==> run_1/registers.png <==
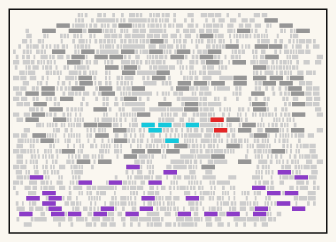
==> run_1/met1.png <==
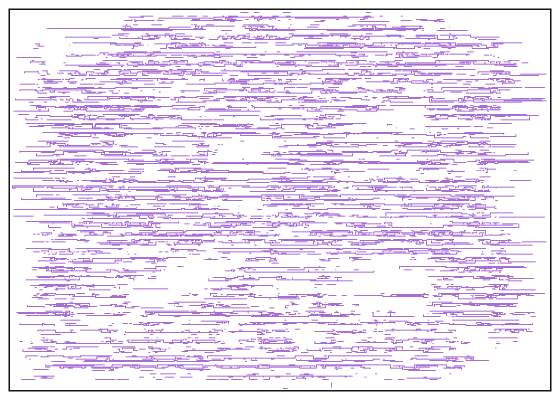
==> run_1/met2.png <==
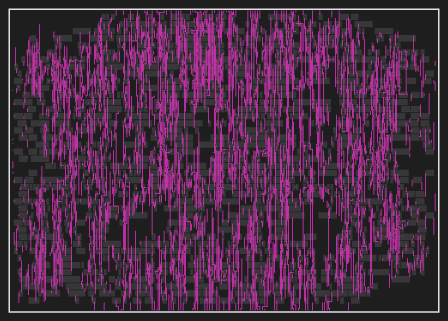
Design muldiv_sequencer_flat, sky130hd; sources not shown.
==> summary.rpt, run 1 <==
IMPLEMENTATION SUMMARY REPORT
----------------------------------------------------
[Run status]
  Outcome ........................ finished with violations
  Failing checks ........................ setup timing

[Synthesis]
  Netlist area before placement ........................ 8290 sq um
  Mapped Cells ........................ 1337
  Synth logic family ........................ simple AND/OR/NAND/NOR gates
  AO/OA Area Share ........................ 16.6%
  Registers, synthesis ........................ 139
  Mean cell area of the mapped netlist ........................ 6.20 sq um
  Cell variety after synth ........................ 25
  Top post-synthesis cells by area ........................ dfxtp_1 (34%), nand2_1 (23%), a21oi_1 (7.3%), nand3_1 (7.3%), inv_1 (6.3%)
  Portion of synthesized cell area occupied by the leading cell type ........................ 33.6%
  Post-synth seq share ........................ 33.6%
  Yosys cell count ........................ 1337
  Most area-hungry cell type in the Yosys netlist ........................ dfxtp_1
  Area fraction in mux cells ........................ 0%
  Fa+ha+maj area frac ........................ 0.453%
  Synthesized chip area reported by yosys ........................ 8290 sq um
  Simple-gate share of the synthesized area ........................ 37.0%
  Yosys warning total ........................ 0
  XOR/XNOR Fraction of Synth Area ........................ 0%
  Net count entering floorplan ........................ 1442

[Pwr]
  Internal portion of total power ........................ 4910 uW
  Sequential group share of total power ........................ 38.2%
  Switch Pwr ........................ 2530 uW
  Leakage power ........................ 0.00553 uW
  Sw frac ........................ 34.0%
  Proportion of power drawn by the clock network ........................ 28.0%
  Total power divided by cell area ........................ 642 nW/um^2
  Proportion of power drawn by combinational gates ........................ 33.8%
  Worst vdd rail ir drop ........................ 0.000294 V

[Clock network]
  Post-CTS repair timing setup buffer count ........................ 14
  CTS H-tree depth ........................ 4
  Number of clock sinks seen by CTS ........................ 139
  Number of hold buffers added after cts ........................ 0
  CTS Root Buffer Type ........................ clkbuf_8
  Worst-Skew Late Latency ........................ 450 ps
  TritonCTS Buffers ........................ 17
  Post-cts sizing count ........................ 242
  Buffers from clock root to sink, at most ........................ 2
  Clock tree from TritonCTS ........................ built
  Clock-pin transition on the worst setup and hold timing paths ........................ 80 ps

[Min path]
  Worst hold-check path type ........................ flip-flop to flip-flop
  Worst hold path depth ........................ 2

[Finish]
  Antenna diode count ........................ 0
  Dominant logic cell types in the final layout ........................ nand2_1 (464), dfxtp_1 (138), inv_1 (136)
  Footprint of the multi-input gates ........................ 4860 sq um
  Storage element area ........................ 2780 sq um
  Share of final-layout standard cells stronger than drive strength 1 ........................ 20.0%
  Number of fill cells ........................ 1607
  Final Net Count ........................ 1647
  Cell area after layout ........................ 11600 sq um
  Area growth syn-to-layout ........................ 39.8%
  Most instantiated logic cell after routing ........................ nand2_1

[Timing]
  Cycle use final ........................ 116%
  Maximum frequency from static timing analysis ........................ 0.393 GHz
  Max transition margin ........................ 69.7%
  Final tally of setup violations ........................ 65
  Final TNS setup ........................ -15700 ps
  Fin crit period ........................ 2540 ps
  Final Hold Vio Count ........................ 0
  Actual transition at the worst max-transition pin ........................ 454 ps
  RSZ-0062 raised after global routing ........................ true
  Final Slew Violations ........................ 0
  Min setup slack post-route ........................ -342 ps

[Setup path]
  Crit path max-delay cell type ........................ dfxtp_2
  Worst path cell trace ........................ inv_2, ha_4, inv_6, nor2_4, buf_6, clkbuf_16, nor3b_4, clkbuf_2
  Top cell family by delay on the critical path ........................ buffers and inverters
  Count of cell instances traversed by the critical path ........................ 8
  Required time of the critical path ........................ 1560 ps
  Max incr delay on CP ........................ 340 ps
  Arrival @ worst endpoint ........................ 1900 ps
  Startpoint Class ........................ flip-flop
  Register-to-register setup slack ........................ 80 ps
  Buffer and inverter count on the worst path ........................ 5
  Setup crit end kind ........................ output port
  Path type of the worst setup path ........................ flip-flop to output port
  Worst reg2reg path depth ........................ 9

[Die]
  Starting Density ........................ 46.0%
  Chip area ........................ 19000 sq um
  Vertical die dimension ........................ 116 um
  Width of the die ........................ 164 um
  Boundary Pins ........................ 201
  Row Count ........................ 41
  Core box area ........................ 18000 sq um

[Route]
  Number of remaining DRC errors ........................ 0
  Number of detailed-route iterations in the first pass ........................ 7
  Antenna viol nets, final ........................ 0
  1st-iter DRT viols ........................ 910
  Detailed-route wire length per cell ........................ 15.1 um

[Global routing]
  GR Overflow Total ........................ 0
  Number of global-route vias before repair ........................ 8174
  Largest net degree at the start of global routing ........................ 47
  Antenna violations before repair ........................ 0
  Global-route wire length before repair ........................ 40.7 mm
  Overall track demand over capacity in global routing ........................ 27.1%

[Job]
  Number of maximum-capacitance violations ........................ 0
  Warning total across the stage logs ........................ 28

[Placement]
  Placed instance area ........................ 10700 sq um
  Routability congestion estimate from global placement ........................ 0.895
  Detail Placement HPWL ........................ 17.9 mm
  Port Buffer Count ........................ 200

----------------------------------------------------
## Picture notes: registers.png
- `u_core.cnt_q`: cyan (placed flops 5; where centre)
- `u_core.state_q`: red (placed flops 2)
- `u_core.m_q`: purple (placed flops 32; where a horizontal strip, bottom)
Sequential Power: 2840 uW
share of cell area taken by flip-flops and latches: 24.0%

## Picture notes: met1.png
- longest straight run: 44.2 um
- main direction: horizontal
routed wire length: 27.0 mm
DR vias: 9352
global-route track usage on met1: 37.0%

## Picture notes: met2.png
- nets with wire on the layer: 1297
- longest straight run: 49.6 um
- wire length on this layer: 11900 um
- main direction: vertical
- share of all routed wire: 44%
met2 global-route usage: 43.5%

-- run 1: worst min-delay path, cell delays in order (launching register included) --
cell and delay [ps]:
dfxtp_1 330, nand2_1 60, o21ai_1 50
-- run 1: routing by layer --
metal | vias up | routed length [um] | global-route usage, % | share of wire, %
li1 | 4691 | - | - | -
met1 | 4307 | 12900 | 37.0 | 48
met2 | 318 | 11900 | 43.5 | 44
met3 | 36 | 1770 | 5.80 | 6.5
met4 | 0 | 381 | 7.04 | 1.4
met5 | - | 0 | 0 | 0
-- run 1: synth_stat cells --
master,n
o21ai_0,65
nand2_1,497
buf_2,50
nor3_1,1
ha_1,3
o22ai_1,2
nor2_1,10
o211a_1,11
or2_2,42
nor2_4,1
nand2_2,4
nand2_4,1
clkbuf_1,31
nand3_1,121
o211ai_1,32
nor3b_1,32
inv_1,139
buf_4,8
a21oi_1,121
a22oi_1,2
buf_1,2
dfxtp_1,139
o21ai_1,13
inv_2,5
buf_6,5
-- run 1: cells by family after synthesis --
kind of cell	after synthesis
simple gates	709
compound gates	246
buf+inv	240
flops	139
fa+ha+maj	3
-- run 1: area by class of cell --
class,count,share of cell area (%)
timing repair buffer,282,23.5
sequential,139,24.0
clock inverter,11,1.06
inverter,144,4.71
tap,236,2.55
multi-input combinational,958,41.9
clock buffer,19,2.26
-- run 1: metrics by stage --
step	std cells	power [uW]	setup slack [ps]	hold slack [ps]
after floorplan	1337	4100	142	241
after global placement	1731	4860	-171	258
after detailed placement	1731	4880	-219	264
after CTS	1781	7240	-393	281
after global routing	1789	7810	-411	305
final	1789	7440	-342	281
-- run 1: power groups by stage --
stage               Clock [uW]  Sequential (uW)  Combinational, uW
floorplan                    0             2840               1270
global placement             0             2880               1970
detailed placement           0             2880               2000
CTS                       2110             2830               2300
global route              2210             2860               2730
finish                    2080             2840               2510
--- run 2 (diff from run 1) ---
SETUP_SLACK_MARGIN = 0.05   (was default)
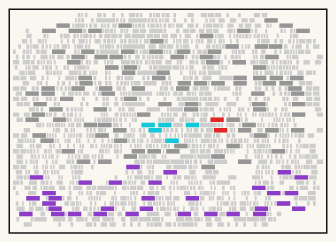
(run_2/registers.png)
- `u_core.cnt_q`: cyan (placed flops 5; where centre)
- `u_core.state_q`: red (placed flops 2)
- `u_core.m_q`: purple (placed flops 32; where a horizontal strip, bottom)
share of cell area taken by flip-flops and latches: 23.8%
post-route core utilization: 65.1%
storage element area: 2780 sq um

==> run 2 against run 1 <==
- area after synthesis is the same
- critical endpoint unchanged
- wire length grew 0.24%
- global-route usage is essentially flat
- critical path type unchanged
- synthesized cell count is the same
- largest power group unchanged
- the flow still finishes with violations (setup timing)
==> summary.rpt, run 2 <==
IMPLEMENTATION SUMMARY REPORT
----------------------------------------------------
[Run status]
  Outcome ........................ finished with violations
  Failing checks ........................ setup timing

[Timing]
  Min setup slack post-route ........................ -333 ps
  Final tally of setup violations ........................ 65
  Final Hold Vio Count ........................ 0
  Maximum frequency from static timing analysis ........................ 0.395 GHz
  RSZ-0062 raised after global routing ........................ true
  Max transition margin ........................ 65.9%
  Final Slew Violations ........................ 0
  Actual transition at the worst max-transition pin ........................ 511 ps
  Fin crit period ........................ 2530 ps

[Synthesis]
  Async SR Flop Fraction ........................ 0%
  Area fraction in mux cells ........................ 0%
  Fa+ha+maj area frac ........................ 0.453%
  Most area-hungry cell type in the Yosys netlist ........................ dfxtp_1
  Cell variety after synth ........................ 25
  Most frequent cell after synthesis ........................ nand2_1
  Synthesized chip area reported by yosys ........................ 8290 sq um
  Mean cell area of the mapped netlist ........................ 6.20 sq um
  Mapped Cells ........................ 1337
  Cell types with the highest counts after synthesis ........................ nand2_1 (497), dfxtp_1 (139), inv_1 (139)
  Net count entering floorplan ........................ 1442
  Registers, synthesis ........................ 139
  Prevailing post-synth register cell ........................ dfxtp_1
  Post-synth EDFFs ........................ 0
  Yosys cell count ........................ 1337
  AO/OA Area Share ........................ 16.6%
  Simple-gate share of the synthesized area ........................ 37.0%
  Netlist area before placement ........................ 8290 sq um
  Post-synth seq share ........................ 33.6%
  XOR/XNOR Fraction of Synth Area ........................ 0%
  Yosys warning total ........................ 0

[Clock network]
  CTS Root Buffer Type ........................ clkbuf_8
  CTS H-tree depth ........................ 4
  Worst-Skew Late Latency ........................ 450 ps
  Clock tree from TritonCTS ........................ built
  Number of clock sinks seen by CTS ........................ 139
  Clock-pin transition on the worst setup and hold timing paths ........................ 80 ps
  Buffers from clock root to sink, at most ........................ 2

[Setup path]
  Worst reg2reg path depth ........................ 13
  Path type of the worst setup path ........................ flip-flop to output port
  Setup crit end kind ........................ output port
  Register-to-register setup slack ........................ 90 ps
  Startpoint Class ........................ flip-flop
  Required time of the critical path ........................ 1560 ps

[Finish]
  Footprint of the multi-input gates ........................ 4970 sq um
  Share of final-layout standard cells stronger than drive strength 1 ........................ 21.7%
  Antenna diode count ........................ 0
  Final Net Count ........................ 1648
  Area growth syn-to-layout ........................ 41.4%
  Dominant logic cell types in the final layout ........................ nand2_1 (457), dfxtp_1 (138), inv_1 (137)

[Route]
  Routed wire length ........................ 27.1 mm
  DR vias ........................ 9359
  Antenna viol nets, final ........................ 0
  Uppermost layer routed ........................ met4
  Number of detailed-route iterations in the first pass ........................ 5
  1st-iter DRT viols ........................ 930
  Routed length on met3 ........................ 1.97 mm
  Number of remaining DRC errors ........................ 0
  Detailed-route wire length per cell ........................ 15.1 um

[Placement]
  Routability congestion estimate from global placement ........................ 0.895
  Port Buffer Count ........................ 200
  Detail Placement HPWL ........................ 17.9 mm

[Global routing]
  Largest net degree at the start of global routing ........................ 47
  Global-route wire length before repair ........................ 40.7 mm
  Number of global-route vias before repair ........................ 8174
  GR Overflow Total ........................ 0
  Overall track demand over capacity in global routing ........................ 27.1%
  Antenna violations before repair ........................ 0

[Die]
  Width of the die ........................ 164 um
  Boundary Pins ........................ 201
  Starting Density ........................ 46.0%
  Vertical die dimension ........................ 116 um
  Row Count ........................ 41
  Core box area ........................ 18000 sq um

[Pwr]
  Leakage power ........................ 0.00554 uW
  Worst vdd rail ir drop ........................ 0.000296 V
  Total power of the final layout ........................ 7480 uW

[Job]
  Number of maximum-capacitance violations ........................ 0
  Warning total across the stage logs ........................ 28

[Min path]
  Worst hold path depth ........................ 2
  Worst hold-check path type ........................ flip-flop to flip-flop

----------------------------------------------------
## run 2: per-layer routing
layer	vias up	global-route usage (%)
li1	4691	-
met1	4310	37.0
met2	320	43.5
met3	38	5.80
met4	0	7.04
met5	-	0
## run 2: logic make-up after synthesis
family | after synthesis
AND-OR/OR-AND | 246
adder cells (fa/ha/maj) | 3
buffers and inverters | 240
flip-flops | 139
AND/OR/NAND/NOR | 709
## run 2: repair_timing
| action | 4_1_cts | 5_1_grt |
|---|---|---|
| setup buffers | 14 | 7 |
| setup endpoints to repair | 65 | 121 |
| gates resized | 245 | 153 |
| cloned | 6 | 4 |
| pin swaps | 20 | 43 |
| hold buffers | 0 | 0 |
## run 2: power breakdown
part           leakage [uW]  internal (uW)  switching, uW  total (uW)
Clock              0.000185           1050           1030        2080
Sequential          0.00114           2690            149        2840
Combinational       0.00422           1190           1370        2560
## run 2: stage by stage
stage	setup WS (ps)	hold WS [ps]	cells	area, sq um	setup TNS [ps]
after floorplan	142	241	1337	8290	0
final	-333	283	1790	11700	-15350
after CTS	-393	281	1781	11400	-18710
after detailed placement	-219	264	1731	10700	-10480
after global routing	-409	305	1790	11700	-21130
after global placement	-171	258	1731	10700	-9150
## run 2: final cells by class
type,count,share of cell area [%]
clock buffers,19,2.23
flip-flops and latches,139,23.8
inverters,144,4.65
clock inverters,11,1.05
repair buffers,283,23.4
multi-input cells,958,42.4
well taps,236,2.52
## run 2: critical path, cell delays in order, from the launching register on
cell,delay [ps]
dfxtp_2,340
inv_2,40
ha_4,290
inv_6,100
nor2_4,50
buf_6,140
clkbuf_16,170
nor3b_4,190
clkbuf_2,140
Power figures rest on the tool's default switching activity, not on a simulated workload.
